registers.png
Scale bar: 20 um. Other sequential cells in the stronger grey, the rest of the logic in the fainter grey.
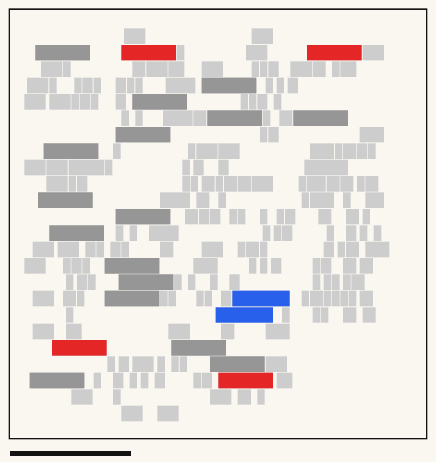
gate_families.png
Scale bar: 20 um.
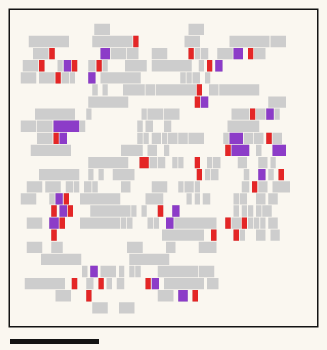
final_congestion.png
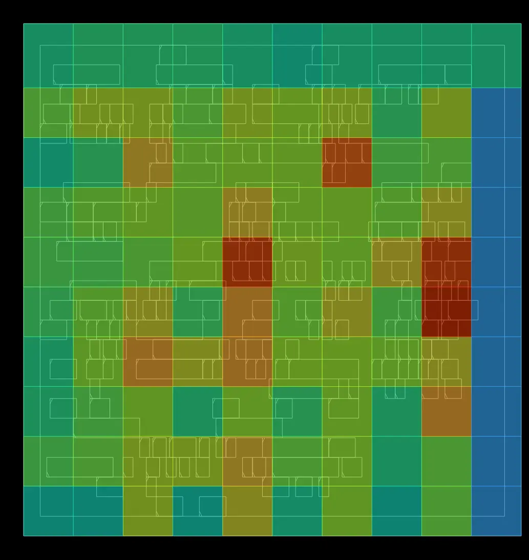
## src/rtl/edge_evt_pkg.sv

```systemverilog
// Shared constants for the edge-event arbiter: per-channel edge modes and event polarity.
package edge_evt_pkg;

   localparam logic [1:0] EDGE_OFF  = 2'b00;
   localparam logic [1:0] EDGE_RISE = 2'b01;
   localparam logic [1:0] EDGE_FALL = 2'b10;
   localparam logic [1:0] EDGE_BOTH = 2'b11;

   localparam logic EVT_RISE = 1'b1;
   localparam logic EVT_FALL = 1'b0;

endpackage

```

## src/rtl/edge_event_arbiter_chan.sv

```systemverilog
// One monitored line: edge detection, a single pending-event slot and a sticky overflow flag.
module edge_chan
   import edge_evt_pkg::*;
(
   input  logic       clk,
   input  logic       reset,
   input  logic       sig,
   input  logic [1:0] sel,
   input  logic       grant,
   input  logic       ovf_clr,
   output logic       pending,
   output logic       ptype,
   output logic       ovf
);

   logic prev_q;
   logic pend_q, pend_d;
   logic ptype_q, ptype_d;
   logic ovf_q, ovf_d;
   logic rise, fall, hit;

   always_comb begin
      rise    = sig & ~prev_q;
      fall    = ~sig & prev_q;
      hit     = (rise & ((sel == EDGE_RISE) | (sel == EDGE_BOTH)))
              | (fall & ((sel == EDGE_FALL) | (sel == EDGE_BOTH)));
      pend_d  = pend_q;
      ptype_d = ptype_q;
      ovf_d   = ovf_q & ~ovf_clr;
      if (sel == EDGE_OFF) begin
         pend_d = 1'b0;
      end else if (hit) begin
         // A grant in the same cycle frees the slot, so the new edge reloads it.
         if (!pend_q || grant) begin
            pend_d  = 1'b1;
            ptype_d = rise ? EVT_RISE : EVT_FALL;
         end else begin
            ovf_d = 1'b1;
         end
      end else if (grant) begin
         pend_d = 1'b0;
      end
   end

   always_ff @(posedge clk or posedge reset) begin
      if (reset) begin
         prev_q  <= 1'b0;
         pend_q  <= 1'b0;
         ptype_q <= 1'b0;
         ovf_q   <= 1'b0;
      end else begin
         prev_q  <= sig;
         pend_q  <= pend_d;
         ptype_q <= ptype_d;
         ovf_q   <= ovf_d;
      end
   end

   assign pending = pend_q;
   assign ptype   = ptype_q;
   assign ovf     = ovf_q;

endmodule

```

## src/rtl/edge_event_arbiter.sv

```systemverilog
// Multi-channel edge-event controller: per-channel detectors feeding one registered
// valid/ready event output through a round-robin arbiter.
module edge_event_arbiter
   import edge_evt_pkg::*;
#(
   parameter  int N_CH = 4,
   localparam int ID_W = $clog2(N_CH)
) (
   input  logic              clk,
   input  logic              reset,
   input  logic [N_CH-1:0]   sig_in,
   input  logic [2*N_CH-1:0] edge_sel,
   output logic              evt_valid,
   input  logic              evt_ready,
   output logic [ID_W-1:0]   evt_id,
   output logic              evt_rise,
   output logic [N_CH-1:0]   ovf,
   input  logic [N_CH-1:0]   ovf_clr
);

   logic [N_CH-1:0] pend, ptype, grant;
   logic            valid_q, valid_d, rise_q, rise_d;
   logic [ID_W-1:0] id_q, id_d, ptr_q, ptr_d;
   logic [ID_W-1:0] win_id, cand;
   logic            win_found, load;

   for (genvar i = 0; i < N_CH; i++) begin : g_ch
      edge_chan u_chan (
         .clk     (clk),
         .reset   (reset),
         .sig     (sig_in[i]),
         .sel     (edge_sel[2*i +: 2]),
         .grant   (grant[i]),
         .ovf_clr (ovf_clr[i]),
         .pending (pend[i]),
         .ptype   (ptype[i]),
         .ovf     (ovf[i])
      );
   end

   // Search starts one past the last winner so every pending channel is served in turn.
   always_comb begin
      win_found = 1'b0;
      win_id    = '0;
      cand      = '0;
      for (int k = 1; k <= N_CH; k++) begin
         cand = ID_W'((int'(ptr_q) + k) % N_CH);
         if (!win_found && pend[cand]) begin
            win_found = 1'b1;
            win_id    = cand;
         end
      end
   end

   always_comb begin
      load    = (~valid_q | evt_ready) & win_found;
      grant   = '0;
      valid_d = valid_q;
      id_d    = id_q;
      rise_d  = rise_q;
      ptr_d   = ptr_q;
      if (load) begin
         grant[win_id] = 1'b1;
         valid_d       = 1'b1;
         id_d          = win_id;
         rise_d        = ptype[win_id];
         ptr_d         = win_id;
      end else if (evt_ready) begin
         valid_d = 1'b0;
      end
   end

   always_ff @(posedge clk or posedge reset) begin
      if (reset) begin
         valid_q <= 1'b0;
         id_q    <= '0;
         rise_q  <= 1'b0;
         ptr_q   <= ID_W'(N_CH - 1);
      end else begin
         valid_q <= valid_d;
         id_q    <= id_d;
         rise_q  <= rise_d;
         ptr_q   <= ptr_d;
      end
   end

   assign evt_valid = valid_q;
   assign evt_id    = id_q;
   assign evt_rise  = rise_q;

endmodule

```

## config.mk

```make
export PLATFORM = sky130hd
export DESIGN_NAME = edge_event_arbiter
export DESIGN_NICKNAME = d
export VERILOG_FILES = /design/src/rtl/edge_evt_pkg.sv /design/src/rtl/edge_event_arbiter_chan.sv /design/src/rtl/edge_event_arbiter.sv
export SDC_FILE = /design/constraint.sdc
export NUM_CORES = 1
export LEC_CHECK = 0
export ABC_AREA = 1
export CAP_MARGIN = 40
export CORE_AREA = 2 2 67 69
export CTS_CLUSTER_SIZE = 40
export DETAILED_ROUTE_END_ITERATION = 7
export DIE_AREA = 0 0 69 71
export GPL_TIMING_DRIVEN = 0
export HOLD_SLACK_MARGIN = 0.08
export PLACE_DENSITY_LB_ADDON = 0.05
export SLEW_MARGIN = 40
export SYNTH_ARGS = -nofsm -noshare
export SYNTH_HDL_FRONTEND = slang
export SYNTH_SLANG_ARGS = --single-unit
```

## constraint.sdc

```tcl
create_clock -name clk -period 4.65 [get_ports clk]
set_input_delay 0.93 -clock clk [delete_from_list [all_inputs] [get_ports clk]]
set_output_delay 0.93 -clock clk [all_outputs]
set_load 0.01 [all_outputs]
```

==> impl_metrics.env <==
# implementation run metrics
export IMPL_outcome="finished, final reports clean"
export IMPL_dr_pass1_iters=4
export IMPL_syn_inst=189
export IMPL_p_seq_share_pct=23.4
export IMPL_yosys_top_cells_area="dfrtp_1 (35%), nand2_1 (13%), nand2_2 (8.9%)"
export IMPL_worstPathArrival_ns=1.23
export IMPL_routed_wl_um=2760
export IMPL_dp_cells=267
export IMPL_hold_viol_final=0
export IMPL_n_fill_cell=442
export IMPL_h_tree_depth=1
export IMPL_grt_overflow_total=0
export IMPL_endpoint_kind="output port"
export IMPL_taps=52
export IMPL_r2r_setup_slack_ns=2.73
export IMPL_met3_length_um=65
export IMPL_ys_types=25
export IMPL_clock_cell_area_share_pct=3.07
export IMPL_n_clock_buffer=4
export IMPL_ant_nets=0
export IMPL_min_path_cells=2
export IMPL_comb_cells=127
export IMPL_use_met1_pct=16.8
export IMPL_ys_flops=22
export IMPL_cts_tree="built"
export IMPL_lay_top_cells="nand2_1 (48), inv_1 (30), clkdlybuf4s50_1 (26), nand2_2 (20), dfrtp_1 (20)"
export IMPL_largest_cell_class="logic gates"
export IMPL_cp_top_family="buffers and inverters"
export IMPL_numCtsBuffers=3
export IMPL_cp_depth=2
export IMPL_dpl_hpwl_um=2270
export IMPL_synth_top_cells_by_count="nand2_1 (48), inv_1 (31), dfrtp_1 (20), nand2_2 (20), nand3_1 (17)"
export IMPL_hp_class="reg -> reg"
export IMPL_mux_share_pct=0
export IMPL_pg_comb_w=0.000960
export IMPL_clkPwrFrac_pct=9.4
export IMPL_final_nets=239
export IMPL_vdd_drop_max_mv=0.269
export IMPL_via_per_inst=4.27
export IMPL_finalSetupTns_ns=0
export IMPL_buf_share_pct=16.8
export IMPL_simple_gate_area_share_pct=38.8
export IMPL_critical_path_cell_chain="buf_4 > clkdlybuf4s50_1"
export IMPL_signal_buffers=31
export IMPL_power_w=0.00143
export IMPL_synth_area_leader_cell="dfrtp_1"
export IMPL_ys_cells=189
export IMPL_ys_warn_count=0
export IMPL_p_sw_w=0.000715
export IMPL_clk_latency_ns=0.26
export IMPL_cts_buffer_depth=2
export IMPL_path_buffers=2
export IMPL_slew_headroom_pct=69.5
export IMPL_ys_sh_aoi_pct=9.57
export IMPL_chip_area_sq_um=4900
export IMPL_slew_violations=0
export IMPL_drc=0
export IMPL_edf_count=0
export IMPL_portBuffers=26
export IMPL_setup_worst_path_start_class="flop"
export IMPL_critPathMaxFanout=2
export IMPL_yosys_cell_count_top_type="nand2_1"
export IMPL_combGateArea_sq_um=683
export IMPL_intPower_w=0.000715
export IMPL_synthArstFlopShare_pct=100
export IMPL_post_cts_buffers=0
export IMPL_p_comb_share_pct=67.2
export IMPL_globalplace_congestion=0.753
export IMPL_cts_root_buf="clkbuf_8"
export IMPL_cap_violations=0
export IMPL_dr_wl_met2_um=1240
export IMPL_rows=24
export IMPL_die_width_um=69
export IMPL_worstSetupPathType="reg -> out"
export IMPL_critical_path_startpoint="g_ch[1].u_chan.ovf"
export IMPL_syn_cell_area_sq_um=1410
export IMPL_ys_chip_area_sq_um=1410
export IMPL_flops=22
export IMPL_place_ws_ns=2.38
export IMPL_timing_critical_path_to="ovf[1]"
export IMPL_holdPathEnd="g_ch[1].u_chan.ptype"
export IMPL_first_global_vias=1219
About registers.png:
legend:
  ptr_q:
    colour: blue
    sequential_cells: 2
  g_ch.u_chan.ovf:
    colour: red
    sequential_cells: 4
Seq/total area: 30.9%
register area: 553 sq um
final cell utilization of the core: 42.6%

About gate_families.png:
legend:
  inverting AOI/OAI gates:
    colour: purple
    cells: 21
    where: all over the die
  inverters:
    colour: red
    cells: 35
    where: all over the die
Comb/total area: 38.1%
Non-Filler Instances: 271
Top cell excl fill/tap: nand2_1

About final_congestion.png:
DR WL/cell: 10.2 um
GRT Util Overall: 12.4%
GRT busiest layer: met2
M3 GR Usage: 1.85%
met2 usage: 20.3%

